File: src/rtl/wave_pwm_dac.sv
// Selects and scales one waveform sample and drives a fixed 256-count PWM frame to a 1-bit RC DAC.
// Optional first-order sigma-delta output sd_out when WAVE_PWM_SD_EN is defined.
module wave_pwm_dac #(
  parameter int unsigned PRESCALE   = 1,
  parameter bit          IDLE_LEVEL = 1'b0
) (
  input  logic       clk,
  input  logic       reset,
  input  logic       en,
  input  logic [1:0] sel,
  input  logic [7:0] saw,
  input  logic [7:0] revsaw,
  input  logic [7:0] triangl,
  input  logic [7:0] meander,
  input  logic [7:0] gain,
  output logic       pwm_out,
  output logic       frame_start,
  output logic       busy,
  output logic [7:0] duty_mon
`ifdef WAVE_PWM_SD_EN
  ,
  output logic       sd_out
`endif
);

  localparam logic [1:0] IDLE = 2'd0;
  localparam logic [1:0] RUN  = 2'd1;
  localparam logic [1:0] STOP = 2'd2;

  localparam logic [15:0] PRE_MAX = 16'(PRESCALE - 1);

  logic [1:0]  state_reg;
  logic [1:0]  state_next;
  logic [15:0] prescaler_reg;
  logic [7:0]  pwm_cnt_reg;
  logic [7:0]  duty_reg;
  logic        pwm_out_reg;
  logic        frame_start_reg;

  logic [7:0]  sample;
  logic [8:0]  gain_plus;
  logic [16:0] product;
  logic [7:0]  scaled;
  logic        tick;
  logic        wrap;
  logic        latch;

  always_comb begin
    sample = 8'h00;
    case (sel)
      2'd0:    sample = saw;
      2'd1:    sample = revsaw;
      2'd2:    sample = triangl;
      default: sample = meander[0] ? 8'hFF : 8'h00;
    endcase
  end

  // gain 255 maps to a multiplier of 256, so full scale survives the >>8 exactly.
  assign gain_plus = {1'b0, gain} + 9'd1;
  assign product   = {9'd0, sample} * {8'd0, gain_plus};
  assign scaled    = product[15:8];

  logic unused_bits;
  assign unused_bits = ^{meander[7:1], product[16]};

  assign tick = (state_reg != IDLE) && (prescaler_reg == PRE_MAX);
  assign wrap = tick && (pwm_cnt_reg == 8'hFF);

  always_comb begin
    state_next = state_reg;
    latch      = 1'b0;
    case (state_reg)
      IDLE: begin
        if (en) begin
          state_next = RUN;
          latch      = 1'b1;
        end
      end
      RUN: begin
        if (wrap) latch = 1'b1;
        if (!en) state_next = STOP;
      end
      STOP: begin
        // A stop always lets the frame finish; the wrap ends the run without a new latch.
        if (wrap)    state_next = IDLE;
        else if (en) state_next = RUN;
      end
      default: state_next = IDLE;
    endcase
  end

  always_ff @(posedge clk or posedge reset) begin
    if (reset) begin
      state_reg <= IDLE;
    end else begin
      state_reg <= state_next;
    end
  end

  always_ff @(posedge clk or posedge reset) begin
    if (reset) begin
      prescaler_reg <= 16'd0;
      pwm_cnt_reg   <= 8'd0;
    end else if (state_reg == IDLE) begin
      prescaler_reg <= 16'd0;
      pwm_cnt_reg   <= 8'd0;
    end else if (tick) begin
      prescaler_reg <= 16'd0;
      pwm_cnt_reg   <= pwm_cnt_reg + 8'd1;
    end else begin
      prescaler_reg <= prescaler_reg + 16'd1;
    end
  end

  always_ff @(posedge clk or posedge reset) begin
    if (reset) begin
      duty_reg        <= 8'd0;
      frame_start_reg <= 1'b0;
    end else begin
      frame_start_reg <= latch;
      if (latch) duty_reg <= scaled;
    end
  end

  // Duty 255 leaves count 255 low, so 100% high is never produced.
  always_ff @(posedge clk or posedge reset) begin
    if (reset) begin
      pwm_out_reg <= IDLE_LEVEL;
    end else if (state_reg == IDLE) begin
      pwm_out_reg <= IDLE_LEVEL;
    end else begin
      pwm_out_reg <= (pwm_cnt_reg < duty_reg);
    end
  end

`ifdef WAVE_PWM_SD_EN
  logic [8:0] acc_reg;
  logic [8:0] acc_sum;

  assign acc_sum = {1'b0, acc_reg[7:0]} + {1'b0, duty_reg};

  // acc bit 8 holds the last carry, which is exactly the sigma-delta output bit.
  always_ff @(posedge clk or posedge reset) begin
    if (reset) begin
      acc_reg <= 9'd0;
    end else if (state_reg == IDLE) begin
      acc_reg <= 9'd0;
    end else if (tick) begin
      acc_reg <= acc_sum;
    end
  end

  assign sd_out = acc_reg[8];
`endif

  assign pwm_out     = pwm_out_reg;
  assign frame_start = frame_start_reg;
  assign busy        = (state_reg != IDLE);
  assign duty_mon    = duty_reg;

endmodule

File: config.mk
export PLATFORM = sky130hd
export DESIGN_NAME = wave_pwm_dac
export DESIGN_NICKNAME = d
export VERILOG_FILES = /design/src/rtl/wave_pwm_dac.sv
export SDC_FILE = /design/constraint.sdc
export NUM_CORES = 1
export LEC_CHECK = 0
export CORE_ASPECT_RATIO = 0.8
export CORE_MARGIN = 2
export CORE_UTILIZATION = 40
export CTS_BUF_LIST = sky130_fd_sc_hd__clkbuf_4
export CTS_CLUSTER_DIAMETER = 100
export DETAILED_ROUTE_END_ITERATION = 16
export HOLD_SLACK_MARGIN = 0.1
export PLACE_DENSITY_LB_ADDON = 0.08
export SETUP_SLACK_MARGIN = 0.4
export SYNTH_ARGS = -nofsm -noshare
export SYNTH_HDL_FRONTEND = slang
export SYNTH_SLANG_ARGS = --single-unit
File: constraint.sdc
create_clock -name clk -period 2.7 [get_ports clk]
set_clock_uncertainty 0.05 [all_clocks]
set_input_delay 0.54 -clock clk [delete_from_list [all_inputs] [get_ports clk]]
set_output_delay 0.54 -clock clk [all_outputs]
set_load 0.02 [all_outputs]
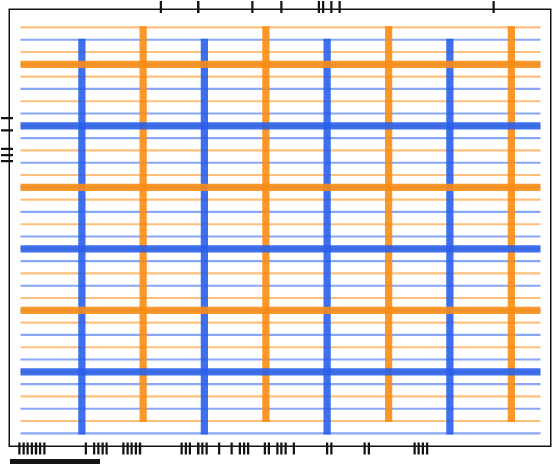
Fig. 1. Floorplan with the power grid (run 1).
Scale bar: 20 um. Pins as bars on the die edge.
[blue] VSS
[orange] VDD
met4 straps: 8
met1 rails: 34
signal pins: 56
met5 straps: 6
rows: 33
core area: 10320 um2
die width: 119.4 um

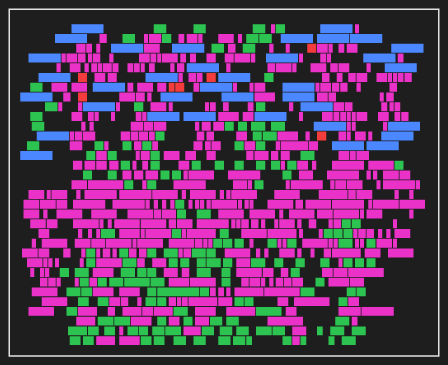
Fig. 2. Placed cells, one colour a class (run 1).
[blue] sequential cells | cells: 36 | share of their area: 14%
[red] clock drivers and dummy loads | cells: 7 | share of their area: 0.79%
[green] remaining buffers and delay cells | cells: 157 | share of their area: 22%
[magenta] remaining logic cells | cells: 444 | share of their area: 63%
flop share of the area: 0.1387
fin util: 0.6292

==> flow_summary.yaml, run 1 <==
# generated from flow reports
power:
  seq_cell_power_w: 0.000685
  intPower_w: 0.003407
  cellPowerDensity_nw_per_um2: 906.7
  top_power_group: "combinational cells"
  ir_drop_mv: 0.5297
  pwr-share-seq: 0.116
  p_leak_nw: 3.061
  p_sw_w: 0.002482
placed_design:
  post-dp-hpwl_mm: 8.457
  placed_area_um2: 5675
  routabilityCongestion: 0.8330
  port_buffers: 48
  place_inst: 743
  pre_cts_slack_ns: -2.953
layout:
  comb_share: 0.5720
  largest_class: "combinational gates"
  diodes: 1
  clock_buffers: 6
  ff_count: 36
  regArea_um2: 900.9
  largest_reg_flops: 16
  num-nonclk-inverters: 64
  fillers: 879
  final_cells: 785
  nets: 772
  layout-drive-gt1-share: 0.3634
  lay_top_count: "buf_4"
  area_growth_pct: 52.36
  design_area_um2: 6495
  signal_buffers: 157
  comb_area_um2: 3715
route:
  wl_met3_um: 481
  wl_met1_mm: 5.627
  drtPass1Iterations: 4
  drc: 0
  routed.top_layer: "met4"
  drt_wl_total_mm: 11.13
  vias: 3920
  first_iter_violations: 253
synthesis:
  yosysChipArea_um2: 4263
  synth-main-ff-cell: "dfrtp_1"
  yosys_warnings: 0
  synthArstFlopShare: 1.000
  synthTopCellsByArea: "dfrtp_1, fa_1, ha_1"
  numSynthFlops: 36
  syn-num-nets: 617
  synth_cells: 489
  ys_cells: 489
  yosysMostFrequentCell: "nor2_1"
  synth_area_per_cell_um2: 8.717
  synth_top_cell_by_area: "dfrtp_1"
  yosys.area_share.aoi: 0.09539
  synth_area_um2: 4263
  ys_sh_simple: 0.2128
  synthXorXnorAreaFrac: 0.06369
setup_path:
  reg2regPathDepth: 6
  crit_path_start: "sel[0]"
  crit_buf_inv: 5
  rrSetupSlack_ns: 0.41
  critPathCaptureType: "flip-flop"
  critical_path_class: "input port to flip-flop"
  worstReg2RegStart: "pwm_cnt_reg[0]"
  cp.depth: 19
  crit_path_frequent_cell: "fa_1"
  crit_end: "duty_mon[4]"
  cp_slowest_cell: "fa_1"
  crit_arrival_ns: 4.98
  slowest_delay_ns: 0.54
  crit_chain: "buf_6 > buf_8 > mux2_4 > o21ai_4 > buf_6 > nor2_2 > fa_1 > fa_1 > fa_1 > inv_1 > fa_1 > inv_2 > ha_4 > and4_4 > nand2_1 > nor3_4 > or2_4 > or4_1 > nand3_1"
  r2r_end: "duty_mon[4]"
  worstPathRequired_ns: 2.94
clock_network:
  cts_tree: "built"
  hold_buffers: 0
  ctsHtreeMaxLevel: 2
  path_clk_slew_ns: 0.10
  cts-root-to-sink-buffers: 2
global_route:
  grt_pass1_wl_mm: 19.13
  grt_pass1_vias: 4062
  grt_use_met2: 0.3281
  top_usage_layer: "met2"
  grt_usage: 0.2066
  grt_util_met3: 0.03377
  grt_antenna_before_repair: 0
  met1_usage: 0.3081
worst_hold_path:
  min_path_type: "flip-flop to flip-flop"
  min_to: "duty_mon[2]"
  hold_path_depth: 2
  hold_start: "duty_mon[2]"
outcome:
  violations: "setup timing"
  outcome: "finished with violations"
floorplan:
  die-area_um2: 11500
  ios: 56
timing:
  slew_viol_final: 0
  period_used_share: 1.756
  fin_hold_ws_ns: 0.4897
  setup_violations: 8
  fin_ws_ns: -2.042
  fin_crit_ns: 4.742
  fin_tns_setup_ns: -15.25
  rsz0062_at_grt: "true"
  fmaxAchievable_mhz: 210.9
  relSlewSlack: 0.6579
flow_run:
  warnings: 37
  cap_violations: 0
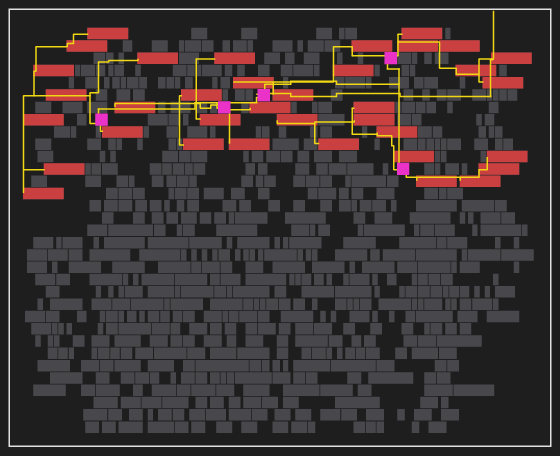
Fig. 3. Clock distribution (run 1).
[red] flip-flops | count: 36
[magenta] clock-net drivers | count: 5
[yellow] clock wires | length: 506 um
routed clock nets: 6
Clk pwr share: 0.048
clk ins delay skew pair: 0.34 ns
P_clk: 0.000282 W

Fig. 4: run 1, routed metal, one colour a layer
Scale bar: 20 um.
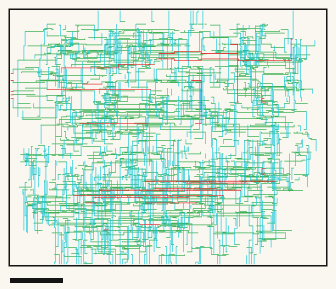

==> run 2, diff against run 1 <==
CORE_UTILIZATION = 50   (was 40)
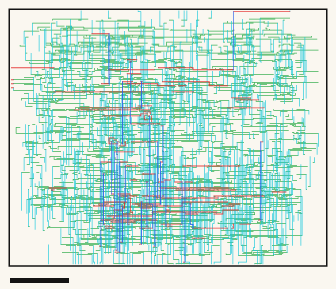
Fig. 5. Routed metal, one colour a layer (run 2).
Scale bar: 20 um.
[cyan] M2 | wire length: 6360 um
[red] M3 | wire length: 690 um
[blue] M4 | wire length: 517 um
[green] M1 | wire length: 5620 um
Overall Global Routing Usage: 0.2874
Via Count: 4216
DRT Wirelength: 13.19 mm

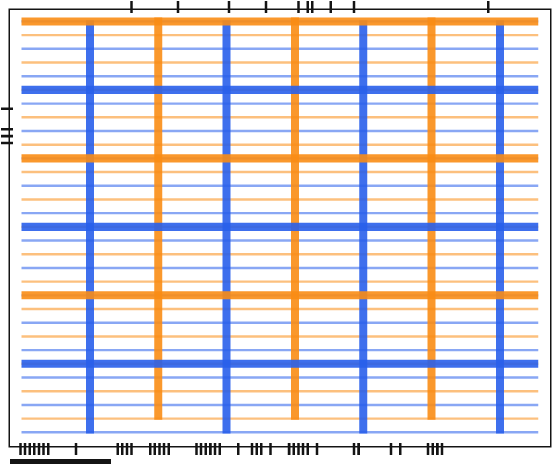
Fig. 6. Floorplan with the power grid (run 2).
Scale bar: 20 um. Pins as bars on the die edge.
[blue] VSS
[orange] VDD
met4 straps: 7
met1 rails: 31
die width: 107.2 um
Die Y-Extent: 86.59 um

==> run 2 against run 1 <==
  * The flow still finishes with violations (setup timing)
  * Maximum frequency is 0.97% lower
  * First-iteration DRC count grew 13%
  * Highest routed layer unchanged
  * Cell count fell by 3.1%
  * Count of clock-buffer cells in the layout unchanged
  * Clock power is 6% higher
==> flow_summary.yaml, run 2 <==
# generated from flow reports
timing:
  rsz0062_at_grt: "true"
  slew_viol_final: 0
  fmaxAchievable_mhz: 208.8
  setup_violations: 8
  relSlewSlack: 0.6725
  fin_crit_ns: 4.789
  fin_tns_setup_ns: -16.01
  fin_ws_ns: -2.089
layout:
  largest_class: "combinational gates"
  comb_area_um2: 3719
  fillers: 531
  num-nonclk-inverters: 64
  final_cells: 761
  regArea_um2: 902.1
  largest_reg_flops: 16
  diodes: 0
  lay_top_count: "buf_4"
  clock_buffers: 6
  nets: 776
  signal_buffers: 161
  comb_share: 0.5716
setup_path:
  crit_arrival_ns: 5.04
  slowest_delay_ns: 0.51
  r2r_end: "duty_mon[4]"
  crit_chain: "buf_8 > buf_16 > nor2b_4 > o21ai_2 > o21ai_4 > buf_4 > nor2_1 > fa_1 > fa_2 > fa_1 > inv_1 > fa_1 > inv_2 > ha_4 > and4_4 > nand3b_1 > nand2_1 > or2_4 > or4_1 > nand3_1"
  rrSetupSlack_ns: 0.34
  critical_path_class: "input port to flip-flop"
  critPathCaptureType: "flip-flop"
  crit_buf_inv: 5
  worstReg2RegStart: "pwm_cnt_reg[1]"
  worstPathRequired_ns: 2.95
  crit_end: "duty_mon[4]"
  cp_slowest_cell: "fa_1"
power:
  power.share.clock: 0.050
  seq_cell_power_w: 0.000688
  clk-power_w: 0.000300
  ir_drop_mv: 0.7065
  pwr-share-seq: 0.114
  cellPowerDensity_nw_per_um2: 930.7
  intPower_w: 0.003382
  p_sw_w: 0.002673
  p_leak_nw: 3.076
clock_network:
  cts_tree: "built"
  clk_latency_ns: 0.35
  hold_buffers: 0
  path_clk_slew_ns: 0.12
synthesis:
  yosys.area_share.aoi: 0.09539
  synthArstFlopShare: 1.000
  synthXorXnorAreaFrac: 0.06369
  yosysMostFrequentCell: "nor2_1"
  synth_top_cell_by_area: "dfrtp_1"
  syn-num-nets: 617
  yosys_warnings: 0
  synthTopCellsByArea: "dfrtp_1, fa_1, ha_1"
  ys_cells: 489
  synth_area_um2: 4263
  numSynthFlops: 36
global_route:
  grt_pass1_wl_mm: 20.87
  grt_util_met3: 0.04962
  met1_usage: 0.3777
  grt_pass1_vias: 4441
  grt_use_met2: 0.4902
placed_design:
  routabilityCongestion: 0.8430
  port_buffers: 48
  placed_area_um2: 5623
  pre_cts_slack_ns: -2.949
floorplan:
  core_um2: 8371
  die-area_um2: 9285
  ios: 56
outcome:
  violations: "setup timing"
  outcome: "finished with violations"
worst_hold_path:
  hold_path_depth: 1
  min_to: "prescaler_reg[0]"
route:
  first_iter_violations: 286
  wl_met1_mm: 5.624
==> run 3, diff against run 2 <==
CELL_PAD_IN_SITES_DETAIL_PLACEMENT = 1   (was not set)
CELL_PAD_IN_SITES_GLOBAL_PLACEMENT = 1   (was not set)
CORE_UTILIZATION = 44   (was 50)
PLACE_DENSITY = 0.94   (was not set)
PLACE_DENSITY_LB_ADDON = not set   (was 0.08)
clock period = 4.9 ns   (was 2.7 ns; I/O delays follow)
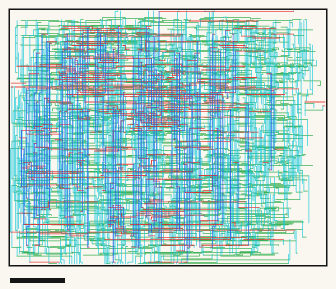
Fig. 7. Routed metal, one colour a layer (run 3).
Scale bar: 20 um.
[red] M3 | wire length: 2640 um
[blue] M4 | wire length: 3090 um
[green] M1 | wire length: 8780 um
[cyan] M2 | wire length: 11300 um
DRT Wirelength: 25.82 mm
Via Count: 5242
Overall Global Routing Usage: 0.4321
WL/cell: 33.48 um

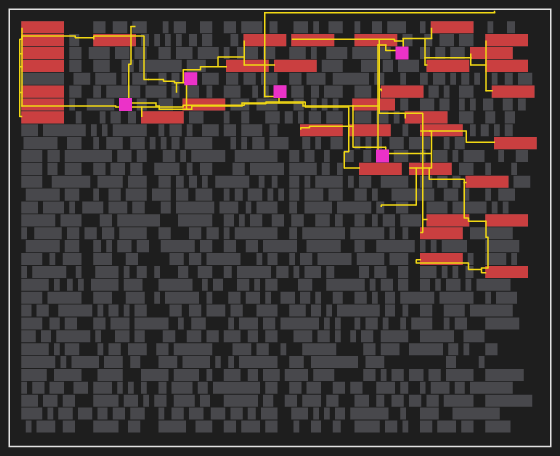
Fig. 8. Clock distribution (run 3).
[yellow] clock wires | length: 654 um
[red] flip-flops | count: 36
[magenta] clock-net drivers | count: 5
routed clock nets: 6
P_clk: 0.000189 W
Clk pwr share: 0.046
clk ins delay skew pair: 0.39 ns

==> run 3 against run 2 <==
  * Power decreased by 32%
  * Critical path depth is 2 higher
  * Worst setup slack gained 1.1 ns
  * Hold slack improved by 0.095 ns
  * Highest routed layer unchanged
  * First-iteration DRC count rose by 110%
  * Wire length rose by 96%
  * Count of clock-buffer cells in the layout fell by 1
  * Via count up 24%
  * The run still ends with setup timing left
  * Synthesized cell count unchanged
==> flow_summary.yaml, run 3 <==
# generated from flow reports
outcome:
  outcome: "finished with violations"
  violations: "setup timing"
setup_path:
  crit_arrival_ns: 6.14
  critPathCaptureType: "flip-flop"
  slowest_delay_ns: 0.65
  critical_path_class: "input port to flip-flop"
  crit_end: "duty_mon[6]"
  worstPathRequired_ns: 5.12
  cp_slowest_cell: "fa_1"
  crit_buf_inv: 6
  crit_chain: "buf_8 > ha_4 > and3_4 > and2_4 > xnor2_4 > buf_6 > buf_12 > buf_4 > nor2_1 > fa_1 > inv_1 > fa_1 > inv_1 > fa_2 > ha_4 > ha_4 > a21o_1 > a21o_1 > a21oi_1 > nand3b_1 > a31oi_1 > nor4_2"
  crit_path_frequent_cell: "ha_4"
  r2r_end: "duty_mon[7]"
  reg2regPathDepth: 9
  rrSetupSlack_ns: 1.59
  crit_path_start: "gain[0]"
floorplan:
  core_um2: 9529
  die_y_um: 92.04
  die_w_um: 114.0
  die-area_um2: 10500
  ios: 56
timing:
  period_used_share: 1.208
  slew_viol_final: 0
  fin_tns_setup_ns: -6.273
  relSlewSlack: 0.5480
  fin_crit_ns: 5.919
  rsz0062_at_grt: "true"
  fin_ws_ns: -1.019
  fin_hold_ws_ns: 0.5579
  fmaxAchievable_mhz: 168.9
  setup_violations: 8
route:
  first_iter_violations: 590
  wl_met1_mm: 8.776
  drtPass1Iterations: 6
  drc: 0
  routed.top_layer: "met4"
synthesis:
  synth_top_cell_by_area: "dfrtp_1"
  synthTopCellsByArea: "dfrtp_1, fa_1, ha_1"
  yosys_warnings: 0
  synth-main-ff-cell: "dfrtp_1"
  synthArstFlopShare: 1.000
  ys_cells: 489
  syn-num-nets: 617
  synthXorXnorAreaFrac: 0.06369
  synth_area_um2: 4263
  synth_cell_types: 51
  numSynthFlops: 36
  yosysMostFrequentCell: "nor2_1"
  ys_sh_simple: 0.2128
  yosys.area_share.aoi: 0.09539
  synth_cells: 489
  synth_area_per_cell_um2: 8.717
  yosysChipArea_um2: 4263
layout:
  layout-drive-gt1-share: 0.3877
  largest_reg_flops: 16
  comb_area_um2: 3767
  final_cells: 771
  fillers: 1006
  utilization: 0.6900
  sh_seq_area: 0.1370
  num-nonclk-inverters: 64
  signal_buffers: 162
  nets: 777
  lay_top_count: "buf_4"
  diodes: 2
  design_area_um2: 6575
  largest_class: "combinational gates"
  clock_buffers: 5
  ff_count: 36
  comb_share: 0.5730
  area_growth_pct: 54.24
worst_hold_path:
  min_to: "prescaler_reg[15]"
  min_path_type: "flip-flop to flip-flop"
  hold_start: "prescaler_reg[15]"
power:
  seq_cell_power_w: 0.000397
  cellPowerDensity_nw_per_um2: 622.1
  p_sw_w: 0.002107
  top_power_group: "combinational cells"
  p_leak_nw: 3.083
  ir_drop_mv: 0.5272
  intPower_w: 0.001984
  pwr-share-seq: 0.097
placed_design:
  port_buffers: 48
  post-dp-hpwl_mm: 12.24
  placed_area_um2: 5589
  place_inst: 714
  routabilityCongestion: 0.8330
global_route:
  grt_pass1_wl_mm: 33.38
  grt_antenna_before_repair: 1
  grt_use_met2: 0.7287
  met1_usage: 0.4879
  top_usage_layer: "met2"
clock_network:
  cts-root-to-sink-buffers: 2
  hold_buffers: 0
  ctsHtreeMaxLevel: 2
flow_run:
  cap_violations: 0
No activity file was given, so power comes from the tool's default toggle rates.
